$ cat config.mk
export PLATFORM = sky130hd
export DESIGN_NAME = nibble_addsub_seq
export DESIGN_NICKNAME = d
export VERILOG_FILES = /design/src/rtl/nibble_addsub_seq.sv
export SDC_FILE = /design/constraint.sdc
export NUM_CORES = 1
export LEC_CHECK = 0
export ABC_AREA = 1
export CORE_ASPECT_RATIO = 0.8
export CORE_MARGIN = 1
export CORE_UTILIZATION = 25
export CTS_CLUSTER_SIZE = 24
export DETAILED_ROUTE_END_ITERATION = 6
export PLACE_DENSITY_LB_ADDON = 0.15
export SYNTH_ARGS = -nofsm -noshare
export SYNTH_HDL_FRONTEND = slang
export SYNTH_SLANG_ARGS = --single-unit
$ cat constraint.sdc
create_clock -name clk -period 4.3 [get_ports clk]
set_input_delay 1.075 -clock clk [delete_from_list [all_inputs] [get_ports clk]]
set_output_delay 1.075 -clock clk [all_outputs]
set_load 0.005 [all_outputs]
$ cat src/rtl/nibble_addsub_seq.sv
// nibble_addsub_seq
// Sequential W = 4*NIBBLES bit adder/subtractor built around one 4-bit slice.
// Operands are latched on start and processed one nibble per clock, LSB first.
// The nibble carry is held in a register between slices. done pulses for one
// cycle when result and the carry/overflow flags are valid.
// Optional feature: define NIBBLE_SEQ_SAT_EN to clamp the result on signed
// overflow. The flags still report the unclamped outcome.

module nibble_addsub_seq #(
    parameter  int unsigned NIBBLES = 4,
    localparam int unsigned W       = 4 * NIBBLES
) (
    input  logic         clk,
    input  logic         rst,
    input  logic         start,
    input  logic         op_sub,
    input  logic [W-1:0] a,
    input  logic [W-1:0] b,
    output logic         busy,
    output logic         done,
    output logic [W-1:0] result,
    output logic         carry,
    output logic         overflow,
    output logic         zero
);

    localparam int unsigned IW = (NIBBLES > 1) ? $clog2(NIBBLES) : 1;

    typedef enum logic [1:0] {
        S_IDLE = 2'd0,
        S_RUN  = 2'd1,
        S_DONE = 2'd2
    } state_t;

    state_t                  r_state;
    state_t                  w_state_nxt;

    logic [NIBBLES-1:0][3:0] r_a;
    logic [NIBBLES-1:0][3:0] r_b;
    logic [NIBBLES-1:0][3:0] r_result;
    logic                    r_sub;
    logic                    r_c;
    logic                    r_carry;
    logic                    r_ovf;
    logic [IW-1:0]           r_idx;

    logic [3:0]              w_a_nib;
    logic [3:0]              w_b_nib;
    logic [4:0]              w_sum;
    logic                    w_last;
    logic                    w_accept;
    logic                    w_ovf;

    // A new operation is taken whenever the sequencer is not mid-run.
    assign w_accept = start && (r_state != S_RUN);
    assign w_last   = (r_idx == IW'(NIBBLES - 1));

    // One 4-bit add/sub slice; subtraction is a + ~b + 1 with the +1 seeded in r_c.
    always_comb begin
        w_a_nib = r_a[r_idx];
        w_b_nib = r_b[r_idx] ^ {4{r_sub}};
        w_sum   = {1'b0, w_a_nib} + {1'b0, w_b_nib} + {4'b0000, r_c};
        // Only meaningful on the MSB nibble: operand signs agree, result sign differs.
        w_ovf   = (r_a[NIBBLES-1][3] == w_b_nib[3]) && (w_sum[3] != r_a[NIBBLES-1][3]);
    end

    // State register.
    always_ff @(posedge clk or posedge rst) begin
        if (rst) begin
            r_state <= S_IDLE;
        end else begin
            r_state <= w_state_nxt;
        end
    end

    // Next-state logic: start is ignored while running; DONE may chain straight into RUN.
    always_comb begin
        w_state_nxt = r_state;
        case (r_state)
            S_IDLE: begin
                if (start) begin
                    w_state_nxt = S_RUN;
                end
            end
            S_RUN: begin
                if (w_last) begin
                    w_state_nxt = S_DONE;
                end
            end
            S_DONE: begin
                w_state_nxt = start ? S_RUN : S_IDLE;
            end
            default: begin
                w_state_nxt = S_IDLE;
            end
        endcase
    end

    // Operand latch, nibble index, inter-nibble carry, result and final flags.
    always_ff @(posedge clk or posedge rst) begin
        if (rst) begin
            r_a      <= '0;
            r_b      <= '0;
            r_sub    <= 1'b0;
            r_c      <= 1'b0;
            r_idx    <= '0;
            r_result <= '0;
            r_carry  <= 1'b0;
            r_ovf    <= 1'b0;
        end else if (w_accept) begin
            r_a   <= a;
            r_b   <= b;
            r_sub <= op_sub;
            r_c   <= op_sub;
            r_idx <= '0;
        end else if (r_state == S_RUN) begin
            r_result[r_idx] <= w_sum[3:0];
            r_c             <= w_sum[4];
            if (w_last) begin
                r_idx   <= '0;
                r_carry <= w_sum[4];
                r_ovf   <= w_ovf;
`ifdef NIBBLE_SEQ_SAT_EN
                // Clamp overrides the final nibble write in the same cycle.
                if (w_ovf) begin
                    if (r_a[NIBBLES-1][3]) begin
                        r_result <= {1'b1, {(W-1){1'b0}}};
                    end else begin
                        r_result <= {1'b0, {(W-1){1'b1}}};
                    end
                end
`endif
            end else begin
                r_idx <= r_idx + 1'b1;
            end
        end
    end

    assign busy     = (r_state == S_RUN);
    assign done     = (r_state == S_DONE);
    assign result   = r_result;
    assign carry    = r_carry;
    assign overflow = r_ovf;
    assign zero     = ~|r_result;

endmodule

==> impl_metrics.yaml <==
# yosys + openroad results
job:
  warnings: 29
cts:
  numClockSinks: 56
  post_cts_resized: 0
yosys:
  topCombFamilyByArea: "simple AND/OR/NAND/NOR gates"
  mux_area_frac: 0.0204
  synth_area_per_cell_um2: 8.79
  synthFlopType: "dfrtp_1"
  top_cell_area_share: 0.507
  fp_nets: 359
critical_path:
  cp_max_fo: 3
  regToRegEndpoint: "result[2]"
  arrival_ns: 1.78
floorplan:
  rows: 33
  die-area_mm2: 0.0115
timing:
  max_freq_mhz: 351
  setup_viol: 0
  relSlewSlack: 0.476
  fin_crit_ns: 2.85
outcome:
  status: "complete, no violations"
cells_and_area:
  n_antenna_cell: 0
  clk_share: 0.0468
  clock_buffers: 5
route:
  top_layer_used: "met4"
power:
  switchingPower_mw: 1.36
  top_power_group: "combinational cells"
  cellInternalPower_mw: 1.80
  p_per_area_mw_per_mm2: 881
-- state kept, by name (all words and copies together), names as in the netlist --
signal    cells
r_c           1
r_a          16
r_sub         1
overflow      1
r_state       2
carry         1
result       16
r_b          16
r_idx         2
-- cell families (layout without fill, tap and decap cells) --
| group | Yosys count | after routing |
|---|---|---|
| multiplexers | 5 | 5 |
| AND/OR/NAND/NOR | 169 | 169 |
| AND-OR/OR-AND | 40 | 40 |
| buffers and inverters | 30 | 85 |
| adder cells (fa/ha/maj) | 9 | 9 |
| flip-flops | 56 | 56 |
| XOR/XNOR | 5 | 5 |
-- per-stage QoR --
step                      utilization  instances  area (um2)
final                           0.342        509        3580
after floorplan                     -        314        2760
after global routing            0.342        509        3580
after detailed placement        0.326        501        3410
after global placement          0.326        501        3410
after CTS                       0.342        509        3580
### Port wiring

Drawn at 2 px/um.
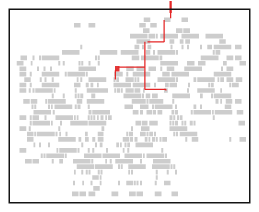
busy -> red  # bits 1, direction output, edge top, end cells 1, buffers 1, wire 75.7 um
Ports: 57
port buffer count: 56

### Signal wires by layer

Drawn at 4 px/um. Only two layers are drawn.
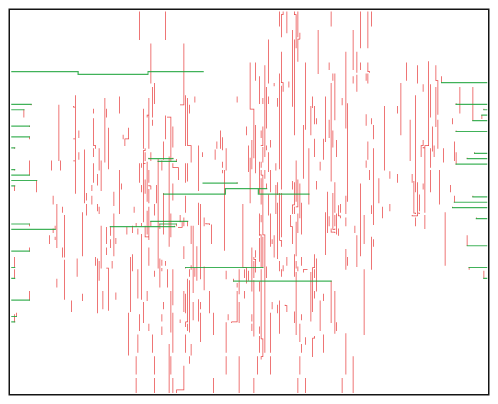
M2 -> red  # wire length 2590 um
M3 -> green  # wire length 319 um

### Placement view

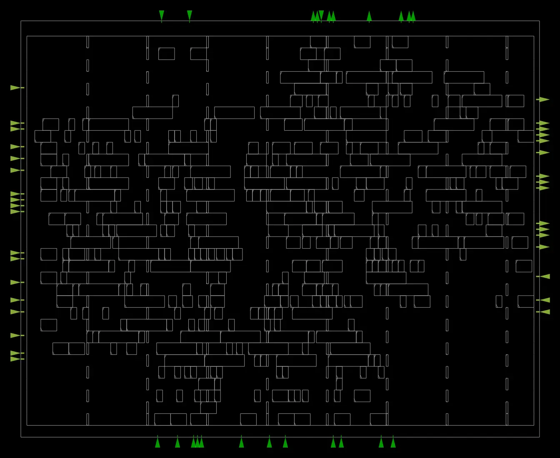
tapcell count: 140
Seq area share: 0.391

### Pin map

Drawn at 4 px/um. Pins as bars across the die edge, other pins in grey.
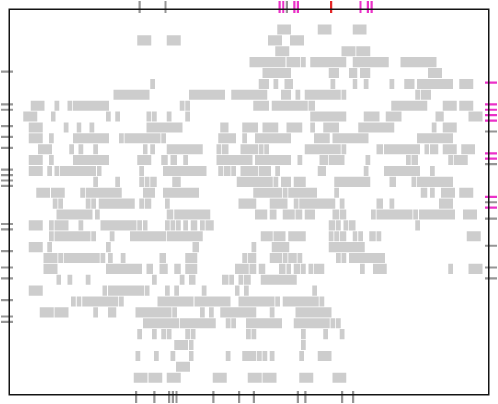
result -> magenta  # pins 16, direction output, edge 9 right, 7 top
busy -> red  # pins 1, direction output, edge top
all pins by edge = 18 left, 16 right, 12 bottom, 11 top
Die W: 120 um
die height: 96 um

### Sizing map

Drawn at 4 px/um.
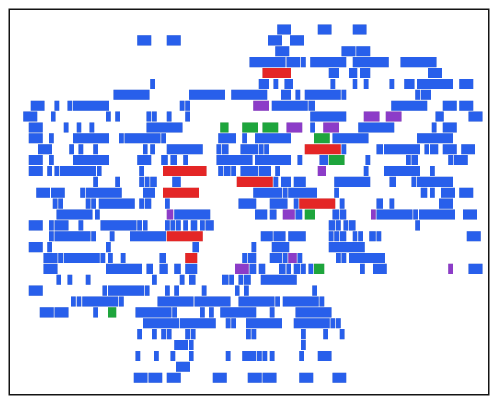
x3 and x4 -> green  # cells 8, share 2.2%, most used nor2_4
x6 and larger -> red  # cells 8, share 2.2%, most used clkbuf_16
x2 -> purple  # cells 12, share 3.3%, most used mux2_2
x1 and smaller -> blue  # cells 341, share 92%, most used nand2_1

Power figures rest on the tool's default switching activity, not on a simulated workload.
